Figure 1. Routing congestion map.
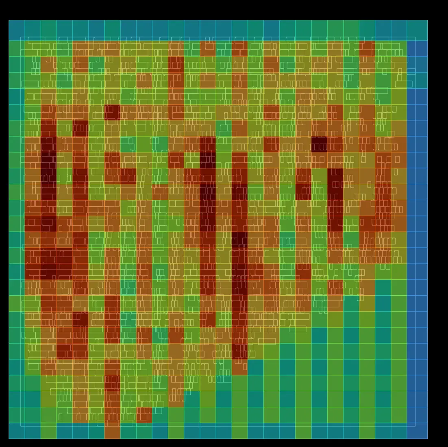
Figure 2. Placement by cell class.
Bar = 50 um.
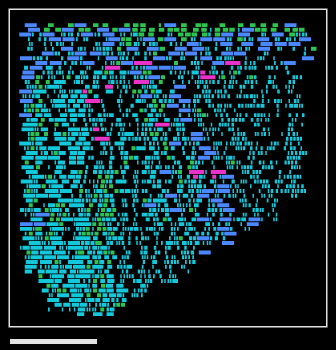
Figure 3. Gate families picked out.
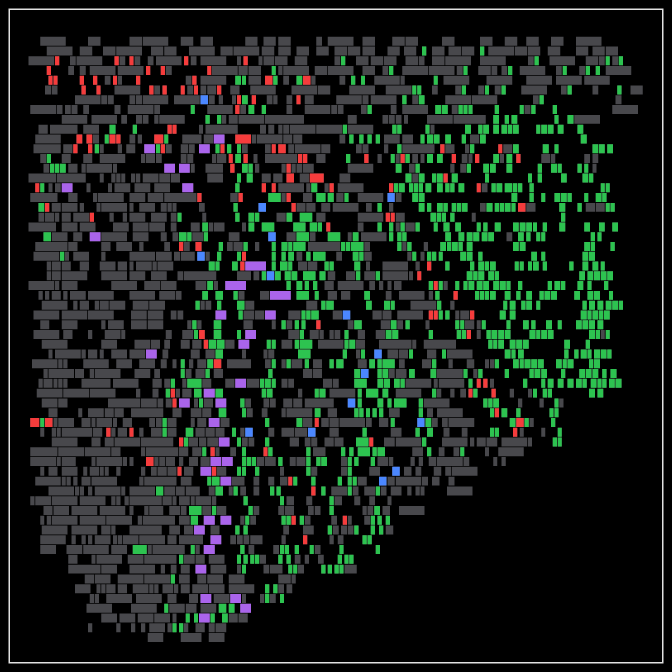
Figure 4. Clock distribution.
Bar = 50 um.
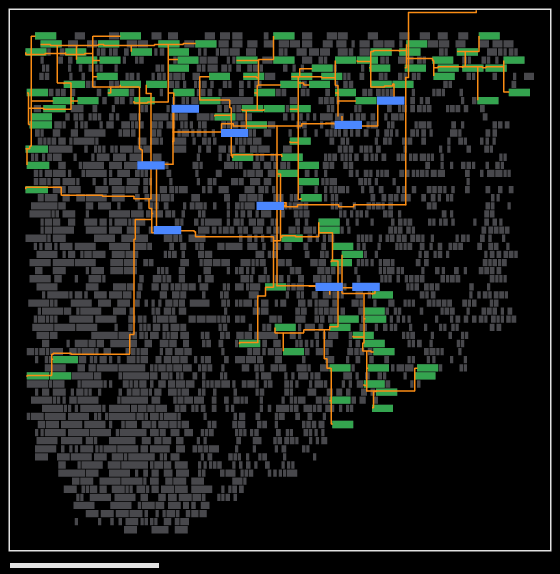
===== src/rtl/twiddle_angle_gen.sv =====
// FFT twiddle angle generator: streams theta(k) = -2*pi*k/N as IEEE floats for k = 0..N/2-1
// through a two-stage valid/ready pipeline (stage 1: fixed-point magnitude, stage 2: float pack).
module twiddle_angle_gen #(
    parameter int unsigned double    = 0,
    parameter int unsigned LOG2N_MAX = 10
) (
    input  logic                               clk,
    input  logic                               rst,
    input  logic                               start,
    input  logic [4:0]                         log2n,
    output logic [((double != 0) ? 64 : 32)-1:0] theta,
    output logic [LOG2N_MAX-2:0]               k_out,
    output logic                               theta_valid,
    input  logic                               theta_ready,
    output logic                               last,
    output logic                               busy,
    output logic                               done,
    output logic                               err
);

    localparam int unsigned SIZE = (double != 0) ? 64 : 32;
    localparam int unsigned KW   = LOG2N_MAX - 1;
    localparam int unsigned PW   = KW + SIZE;
    localparam int unsigned FW   = (double != 0) ? 52 : 23;
    localparam int unsigned EW   = (double != 0) ? 11 : 8;
    localparam int unsigned BIAS = (double != 0) ? 1023 : 127;
    localparam int unsigned PBW  = 7;

    localparam logic [63:0]     C_SEL = (double != 0) ? 64'hC90FDAA22168C234 : 64'h00000000C90FDAA2;
    localparam logic [SIZE-1:0] C_2PI = SIZE'(C_SEL);

    typedef enum logic [1:0] {
        S_IDLE  = 2'd0,
        S_RUN   = 2'd1,
        S_DRAIN = 2'd2
    } state_t;

    state_t          r_state;
    state_t          w_state_nxt;
    logic            w_err_nxt;
    logic            w_done_nxt;

    logic [4:0]      r_log2n;
    logic [KW-1:0]   r_k;
    logic [KW-1:0]   w_k_last;
    logic            r_busy;
    logic            r_done;
    logic            r_err;

    logic            r_s1_v;
    logic            r_s1_last;
    logic [KW-1:0]   r_s1_k;
    logic [SIZE-1:0] r_s1_mag;

    logic            r_s2_v;
    logic            r_s2_last;
    logic [KW-1:0]   r_s2_k;
    logic [SIZE-1:0] r_theta;

    logic            w_en;
    logic            w_start_ok;
    logic            w_issue;
    logic            w_issue_last;
    logic            w_xfer_last;
    logic [PW-1:0]   w_prod;
    logic [SIZE-1:0] w_mag;
    logic [PBW-1:0]  w_p;
    logic [SIZE-1:0] w_norm;
    logic [EW-1:0]   w_exp;
    logic [FW-1:0]   w_frac;
    logic [SIZE-1:0] w_theta;

    // The whole pipe freezes only while an item is presented and refused.
    assign w_en         = !(r_s2_v && !theta_ready);
    assign w_start_ok   = start && (log2n != 5'd0) && (log2n <= 5'(LOG2N_MAX));
    assign w_k_last     = KW'((32'd1 << (r_log2n - 5'd1)) - 32'd1);
    assign w_issue      = (r_state == S_RUN) && w_en;
    assign w_issue_last = w_issue && (r_k == w_k_last);
    assign w_xfer_last  = r_s2_v && theta_ready && r_s2_last;

    always_ff @(posedge clk) begin
        if (rst) begin
            r_state <= S_IDLE;
        end else begin
            r_state <= w_state_nxt;
        end
    end

    always_comb begin
        w_state_nxt = r_state;
        w_err_nxt   = 1'b0;
        w_done_nxt  = 1'b0;
        case (r_state)
            S_IDLE: begin
                if (w_start_ok) begin
                    w_state_nxt = S_RUN;
                end else if (start) begin
                    w_err_nxt = 1'b1;
                end
            end
            S_RUN: begin
                if (w_issue_last) begin
                    w_state_nxt = S_DRAIN;
                end
            end
            S_DRAIN: begin
                if (w_xfer_last) begin
                    w_state_nxt = S_IDLE;
                    w_done_nxt  = 1'b1;
                end
            end
            default: w_state_nxt = S_IDLE;
        endcase
    end

    // Sequence control: latched size, k counter and status flags.
    always_ff @(posedge clk) begin
        if (rst) begin
            r_log2n <= 5'd0;
            r_k     <= '0;
            r_busy  <= 1'b0;
            r_done  <= 1'b0;
            r_err   <= 1'b0;
        end else begin
            r_busy <= (w_state_nxt != S_IDLE);
            r_done <= w_done_nxt;
            r_err  <= w_err_nxt;
            if ((r_state == S_IDLE) && w_start_ok) begin
                r_log2n <= log2n;
                r_k     <= '0;
            end else if (w_issue && !w_issue_last) begin
                r_k <= r_k + KW'(1);
            end
        end
    end

    // Magnitude in Q3.(SIZE-3); k < N/2 keeps the shifted product below pi, so it fits SIZE bits.
    assign w_prod = PW'(r_k) * PW'(C_2PI);
    assign w_mag  = SIZE'(w_prod >> r_log2n);

    always_comb begin
        w_p = '0;
        for (int i = 0; i < int'(SIZE); i++) begin
            if (r_s1_mag[i]) begin
                w_p = PBW'(i);
            end
        end
        w_norm  = r_s1_mag << (PBW'(SIZE - 1) - w_p);
        w_exp   = EW'(int'(BIAS) + int'(w_p) - int'(SIZE - 3));
        w_frac  = FW'(w_norm >> (SIZE - 1 - FW));
        w_theta = (r_s1_mag == '0) ? '0 : {1'b1, w_exp, w_frac};
    end

    always_ff @(posedge clk) begin
        if (rst) begin
            r_s1_v    <= 1'b0;
            r_s1_last <= 1'b0;
            r_s1_k    <= '0;
            r_s1_mag  <= '0;
            r_s2_v    <= 1'b0;
            r_s2_last <= 1'b0;
            r_s2_k    <= '0;
            r_theta   <= '0;
        end else if (w_en) begin
            r_s1_v    <= (r_state == S_RUN);
            r_s1_last <= (r_k == w_k_last);
            r_s1_k    <= r_k;
            r_s1_mag  <= w_mag;
            r_s2_v    <= r_s1_v;
            if (r_s1_v) begin
                r_s2_last <= r_s1_last;
                r_s2_k    <= r_s1_k;
                r_theta   <= w_theta;
            end
        end
    end

    assign theta       = r_theta;
    assign k_out       = r_s2_k;
    assign theta_valid = r_s2_v;
    assign last        = r_s2_last;
    assign busy        = r_busy;
    assign done        = r_done;
    assign err         = r_err;

endmodule


===== config.mk =====
export PLATFORM = sky130hd
export DESIGN_NAME = twiddle_angle_gen
export DESIGN_NICKNAME = d
export VERILOG_FILES = /design/src/rtl/twiddle_angle_gen.sv
export SDC_FILE = /design/constraint.sdc
export NUM_CORES = 1
export LEC_CHECK = 0
export ABC_AREA = 1
export CELL_PAD_IN_SITES_DETAIL_PLACEMENT = 0
export CELL_PAD_IN_SITES_GLOBAL_PLACEMENT = 1
export CORE_MARGIN = 5
export CORE_UTILIZATION = 40
export CTS_CLUSTER_DIAMETER = 50
export CTS_CLUSTER_SIZE = 16
export DETAILED_ROUTE_END_ITERATION = 10
export PLACE_DENSITY = 0.85
export SYNTH_ARGS = -nofsm -noshare
export SYNTH_HDL_FRONTEND = slang
export SYNTH_SLANG_ARGS = --single-unit
export TNS_END_PERCENT = 1

===== constraint.sdc =====
create_clock -name clk -period 5.2 [get_ports clk]
set_input_delay 1.04 -clock clk [delete_from_list [all_inputs] [get_ports clk]]
set_output_delay 1.04 -clock clk [all_outputs]
set_load 0.1 [all_outputs]

==> deck_impl_summary.md <==
Physical Implementation Snapshot

Synth
  – Main area contributors: dfxtp_1, nand2_1, nand3_1
  – Synthesized cell area: 11800 um2
  – Post-synthesis sequential area ratio: 17.9%
  – Cell Type Count: 54
  – Max-area cell share: 17.9%
  – Main flop type: dfxtp_1
  – Synth flops: 105

Finish
  – Final instance area: 14100 um2

Setup path
  – Worst path arrival time: 5.55 ns
  – Slowest stage delay, CP: 0.66 ns
  – Crit-path max FO: 4

Route
  – Drt pass-1 iters: 5
  – Drt initial violations: 801
  – Final wirelength: 39.0 mm

Global route
  – Overflow after GRT: 0

Clock network
  – TritonCTS clock tree: done
  – # hold bufs at CTS: 0
  – Clock slew at reported path FFs: 0.10 ns

STA
  – Setup Skew: 0.0311 ns
  – Hold WS: 0.468 ns
  – Final setup margin: -0.0669 ns
  – Final setup fails: 16
  – Slew HR: 18.6%

Outcome
  – Outcome: complete, but fails checks
  – Violated checks: setup timing

Power
  – Total power: 3.70 mW

Place
  – Dpl cell area: 13400 um2

Floorplan
  – Chip footprint: 32900 um2
  – Die X: 181 um
Notes on Figure 1 above:
total track usage: 23.3%
met3 Usage GRT: 2.26%
met1 GRT Util: 28.6%

Notes on Figure 2 above:
legend:
  combinational and other logic:
    colour: cyan
    cells: 1619
    share_of_their_area: 71%
  remaining buffers and delay cells:
    colour: green
    cells: 186
    share_of_their_area: 11%
  clock drivers and dummy loads:
    colour: magenta
    cells: 16
    share_of_their_area: 2.3%
  sequential cells:
    colour: blue
    cells: 105
    share_of_their_area: 15%

Notes on Figure 3 above:
legend:
  nand cells:
    colour: green
    cells: 715
    most_used: nand2_1
  nor cells:
    colour: red
    cells: 117
    most_used: nor2_1
  xor and xnor cells:
    colour: purple
    cells: 36
    most_used: xor2_1
  and/or cells:
    colour: blue
    cells: 15
    most_used: or2_2
    where: centre

Notes on Figure 4 above:
legend:
  clock wires:
    colour: orange
    length: 1620 um
  clock drivers:
    colour: blue
    count: 9
  flip-flops:
    colour: green
    count: 105
routed clock nets: 10

[state kept, by name, indices dropped and copies added (netlist names)]
name,count
theta,32
r_k,9
r_s1_k,9
err,1
k_out,9
done,1
r_state,2
r_s1_last,1
r_s1_v,1
theta_valid,1
busy,1
last,1
r_s1_mag,32
r_log2n,5
[worst max-delay path: cells and delay by family (launching register included)]
family          cells  cell delay, ns
compound gates      5            0.60
flops               1            0.38
fa+ha+maj           5            2.39
buf+inv             7            0.45
simple gates       15            1.35
[per-layer routing]
layer  up-vias  part of all wire (%)  wire length, um  GRT usage (%)
li1       6169                     -                -              -
met5         -                     0                0              0
met3       109                   3.3             1290           2.26
met2       311                    48            18800           40.9
met1      5797                    43            16700           28.6
met4         0                   5.7             2210           11.6
[cells by family after synthesis]
family,count (synthesis),share of synthesized area [%]
flip-flops,105,17.9
buffers and inverters,321,10.6
AND/OR/NAND/NOR,847,31.1
multiplexers,11,0.937
AND-OR/OR-AND,326,16.1
adder cells (fa/ha/maj),158,20.7
XOR/XNOR,36,2.75
[cell usage in the layout (no fill, tap or decap), types with 6 or more instances in the layout]
cell type	synthesis	layout
ha_1	97	85
o31ai_1	6	6
clkdlybuf4s50_1	0	53
clkbuf_16	0	9
xor2_1	22	20
or2_1	6	6
dfxtp_1	105	98
dfxtp_2	0	6
o211ai_1	22	22
nor2_2	4	7
nand2_2	13	20
mux2i_1	11	10
o21ai_2	7	13
nand3_1	248	232
inv_1	233	229
o221ai_1	7	7
o21ai_0	114	109
xnor2_1	13	13
a31oi_1	18	16
a21oi_1	111	98
nor2_1	102	99
o21ai_1	11	10
buf_4	3	129
nand2_1	443	434
nand3_2	4	20
fa_1	61	59
a21oi_2	2	15
nand4_1	6	6
or2_2	8	8
ha_4	0	12
inv_2	5	9
[worst paths after layout]
kind,start,end,slack (ns)
max,r_k[1]$_SDFFE_PP0P_,r_s1_mag[12]$_SDFFE_PP0N_,-0.07
max reg2reg,r_k[1]$_SDFFE_PP0P_,r_s1_mag[12]$_SDFFE_PP0N_,-0.07
min,theta[31]$_SDFFE_PP0P_,theta[31]$_SDFFE_PP0P_,0.47
min reg2reg,theta[31]$_SDFFE_PP0P_,theta[31]$_SDFFE_PP0P_,0.47
[what timing repair did]
item | in CTS | in global routing
setup endpoints to repair | 32 | 32
pin swaps | 43 | 24
resized | 59 | 32
buffers inserted | 4 | 0
endpoints found under the hold margin | 0 | 0
[final cells by class]
cell class	instances	area, um2
Multi-Input combinational cell	1378	8800
Sequential cell	105	2110
Tap cell	384	480
Clock inverter	6	75.1
Clock buffer	10	239
Fill cell	3007	14700
Timing Repair Buffer	186	1540
Inverter	241	905
[power groups by stage]
stage / clock (mW) / combinational, mW / sequential (mW)
floorplan: 0 / 1.30 / 1.08
global placement: 0 / 2.00 / 0.923
detailed placement: 0 / 1.99 / 0.924
CTS: 0.761 / 2.02 / 0.906
global route: 0.791 / 2.28 / 0.914
finish: 0.746 / 2.05 / 0.906
Power figures rest on the tool's default switching activity, not on a simulated workload.
